==> run_1/congestion_map.png <==
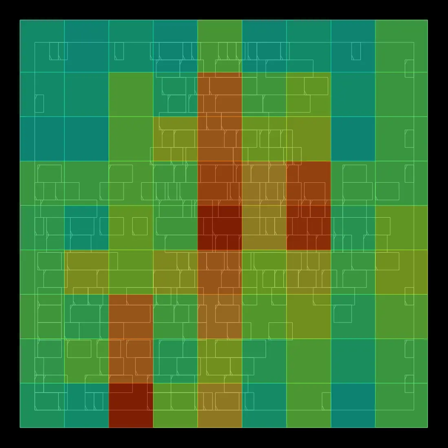
==> run_1/closeup.png <==
Region (35, 3) to (60, 28) um. Cells in gray, sequential cells in the stronger gray; small squares are vias.
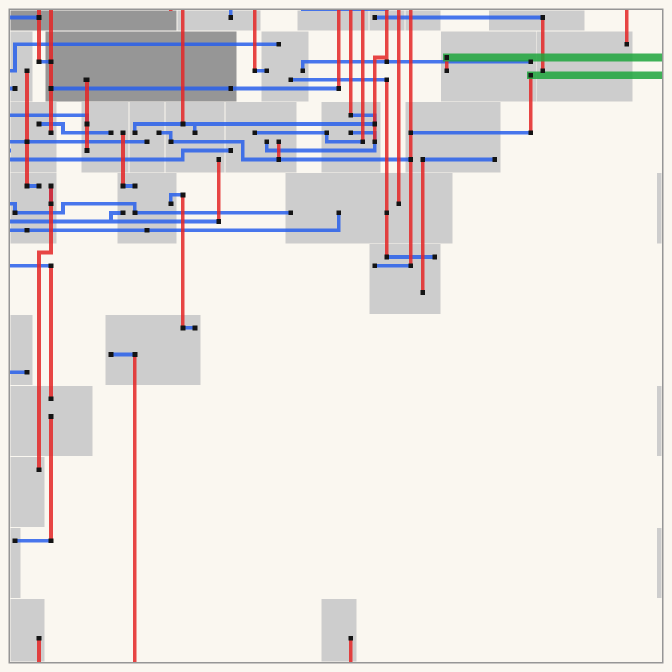
==> run_1/layers.png <==
Two of the layers only.
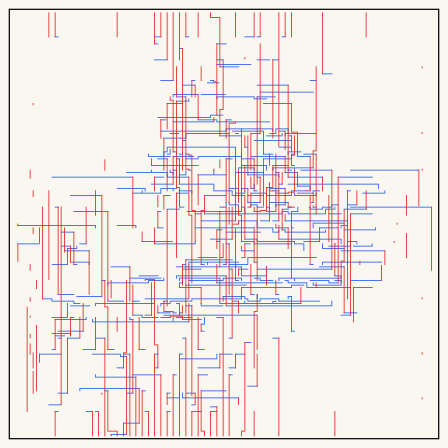
==> run_1/floorplan.png <==
Bar = 20 um. Pins as bars on the die edge. Tap cells in gray.
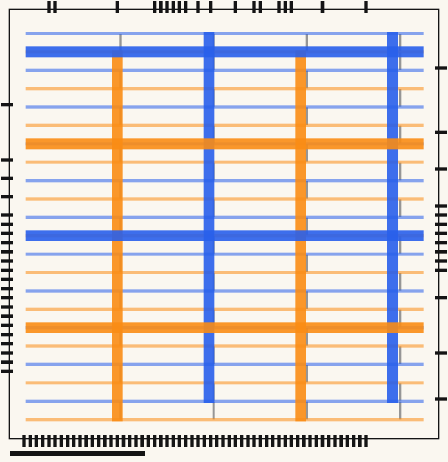
==> config.mk <==
export PLATFORM = sky130hd
export DESIGN_NAME = interrupt_controller
export DESIGN_NICKNAME = d
export VERILOG_FILES = /design/src/rtl/interrupt_controller_pkg.sv /design/src/rtl/interrupt_controller_priority_encoder.sv /design/src/rtl/interrupt_controller.sv
export SDC_FILE = /design/constraint.sdc
export NUM_CORES = 1
export LEC_CHECK = 0
export CORE_MARGIN = 2
export CORE_UTILIZATION = 33
export CTS_CLUSTER_DIAMETER = 30
export CTS_CLUSTER_SIZE = 14
export DETAILED_ROUTE_END_ITERATION = 6
export PLACE_DENSITY = 0.87
export SKIP_LAST_GASP = 1
export SLEW_MARGIN = 15
export SYNTH_ARGS = -nofsm -noshare
export SYNTH_HDL_FRONTEND = slang
export SYNTH_SLANG_ARGS = --single-unit
==> constraint.sdc <==
create_clock -name clk -period 3.8 [get_ports clk]
set_clock_uncertainty 0.1 [all_clocks]
set_input_delay 0.38 -clock clk [delete_from_list [all_inputs] [get_ports clk]]
set_output_delay 0.38 -clock clk [all_outputs]
set_load 0.01 [all_outputs]
==> CHANGELOG.md <==
### Changed

- Status: finished clean
- Clock period minus worst slack: 2.788 ns
- Startpoint Class: input port
- Final setup fails: 0
- PwrDens: about 190 mW/mm^2
- Crit Path Max Fanout: 5
- Seq share, synth: about 22%
- Seq pwr share: 45.4%
- Clock power frac: approximately a quarter
- Fin Hold WS: between 0.4 and 0.5 ns
- Tot Pwr: around 310 uW
- Crit path cell chain: clkdlybuf4s50_1 -> nor4b_4 -> and4_4 -> nand3_4 -> a211oi_2 -> clkdlybuf4s50_1
- YS warnings: 0
- Hold Path Depth: 2
- Hold Fails Final Rpt: 0
- Registers, synthesis: 13
- Worst Path Required: around 3.3 ns
- Crit path max-delay family: buffers and inverters
- Setup TNS: 0 ns
- Critical path type: in -> out
- Asr flop ratio synth: 0%
- Clk slew on worst S/H paths: roughly 0.07 ns
- Main synth FF type: dfxtp_1
- Grt total ovfl: 0
- Hold buffers post-CTS: 0
- Number of max-cap violations: 0
- Chip Area, Yosys: roughly 0.0012 mm^2
- Syn Std Cell Area: between 0.001 and 0.0015 mm^2
- Wire length on met3: between 150 and 200 um
- Critical path buffers and inverters: 2
- Worst reg2reg path depth: 4
- DP Area: between 0.0015 and 0.002 mm^2
- RSZ-0062 raised after global routing: no
- Net Sw Power: 81.36 uW
- CTS sink count: 13
- Post-synth EDFFs: 0
- Area of the multi-input gates: ~780 um^2
- Cell area leaders: dfxtp_1 22%, buf_4 19%, nor4_4 5.5%
- Non-Filler Instances: approximately 230
- Fill cells: about 340
- # rows: 21
- Crit path top cell by count: clkdlybuf4s50_1
- CTS Buf Count: 3
- # Post-CTS Setup Buffers: 0
- Area leader share: 22.41%
- Router iterations before antenna repair: 4
- Setup slack, reg-to-reg: roughly 2.4 ns
- Mean post-synth cell area: around 8.8 um^2
- Top cell types by occurrence after synthesis: 29 x buf_4, 13 x dfxtp_1, 9 x a21oi_1, 7 x nand2_1, 6 x nand4_1
- Most utilized layer in the global route result: met2
- Tool warnings: 54
- Ant. Diodes: 0
- Clk root buf: clkbuf_4
- Met2 routed WL: approximately 1400 um
- Area Overhead vs Synth: 43.21%
- Clock Tree Buf Depth: 2
- CTS tree: yes
- Share of cells above drive strength 1: 7.979%
- Vias/cell: 4.714
- Init Core Util: 34.52%
- Chip area: 0.004009 mm^2
- Synth top cell by count: buf_4
- Final period utilization: 73.36%
- Post-DP HPWL: roughly 2400 um
- CP Depth: 6
- Mapped Cells: 132
- Cell total in the yosys stat output: 132
- Late-Pin Clk Latency: 0.27 ns
- DRC: 0
- CP max-delay cell: clkdlybuf4s50_1
- Switching Share: about a quarter
- Placed Cells: between 200 and 250
- Data arrival time of the critical path: about 2.3 ns
- Critical path endpoint category: output pin
- Post-synth top area cell: dfxtp_1
- DR top layer: met4
- Achievable Freq: 358.7 MHz
- Crit path largest cell delay: roughly 0.56 ns
- Vias in the first global route: a little over 1,000
- Gate power share: between 20% and 30%
- First-pass GRT wire length: ~4400 um
- Top Ports: approximately 110
- CTS H-tree depth: 1
- Port Buf Inserts: 53
- Final RePlAce weighted congestion: slightly below 0.8
- Post-cts resize count: 0
- Int Power: approximately 230 uW
- Post-layout util: 49.44%
- Netlist cell types: around 43
- Dpl ws: ~1.0 ns
- Routed Antenna Nets: 0
- Leakage: slightly below 0.6 nW
- DRT met1 WL: around 1100 um
- Final Cell Area: around 0.0017 mm^2
- Initial antenna violation count: 0
- Sequential Area: about 260 um^2
- HP Class: reg -> reg
- First DRT Iteration DRCs: 36
- Nets@finish: approximately 260
- Pins Over Slew Limit: 0
- Pin count of the biggest net entering global routing: 9
- Setup ws final: around 1.0 ns
## Picture notes: congestion_map.png
WL/cell: 11.71 um
total global-route track usage: 13.61%
GR Util met1: 15.07%
met2 Use GR: 24.73%
GR Util met3: 2.321%

## Picture notes: closeup.png
Key: M3 = green; M2 = red; M1 = blue
18 logic cells have their middle in the window. Sequential cells in the window: 1. Most frequent: clkdlybuf4s50_1 (4), nand4_1 (2), conb_1 (2).

## Picture notes: layers.png
Key: M2 = red [wire length 1,420 um]; M1 = blue [wire length 1,100 um]
final wirelength: 2741 um
Vias: 1,103

## Picture notes: floorplan.png
Key: VSS = orange; VDD = blue
46 tap cells. 4 straps on met4. The core has 21 rows.
die span in x: 63.32 um
core area: 0.003363 mm^2
Max IR drop VDD: 77.62 uV

run 1: cell type report:
| type | count | area share, % |
|---|---|---|
| clock buffers | 4 | 1.580 |
| multi-input cells | 116 | 46.95 |
| flip-flops and latches | 13 | 15.65 |
| inverters | 2 | 0.4515 |
| well taps | 46 | 3.461 |
| repair buffers | 53 | 31.90 |
run 1: logic make-up after synthesis:
group / synth area share, %
AND/OR/NAND/NOR: 37.93
AND-OR/OR-AND: 19.07
multiplexers: 0.8621
buffers and inverters: 19.40
flip-flops: 22.41
other: 0.3230
run 1: power groups by stage:
| stage | sequential, mW | combinational [mW] | clock, mW |
|---|---|---|---|
| detailed placement | 0.144 | 0.0879 | 0 |
| global route | 0.141 | 0.0946 | 0.0914 |
| floorplan | 0.143 | 0.0502 | 0 |
| global placement | 0.144 | 0.0862 | 0 |
| CTS | 0.141 | 0.0881 | 0.0831 |
| finish | 0.141 | 0.0881 | 0.0814 |
run 1: layout by cell type (no fill, tap or decap), types with 2 or more instances in the layout:
master           synthesis  routed
nor2b_1                  5       5
nand3_1                  3       3
and4_4                   2       2
nor4_4                   3       3
clkbuf_4                 0       3
nand4_1                  6       6
nor4b_4                  2       2
inv_1                    2       2
o2bb2ai_1                2       2
a21oi_1                  9       9
and2_1                   5       5
nor2_1                   5       5
a22o_1                   3       3
o31ai_1                  4       4
conb_1                   1      29
clkdlybuf4s50_1          0      53
dfxtp_1                 13      13
o211ai_1                 2       2
a22oi_1                  4       4
nand2_1                  7       7
nor4_1                   2       2
run 1: worst min-delay path, stage by stage, from the launching register on:
cell     delay, ns
dfxtp_1       0.34
o31ai_1       0.07
a21oi_1       0.06
Power and IR drop assume default switching activity.
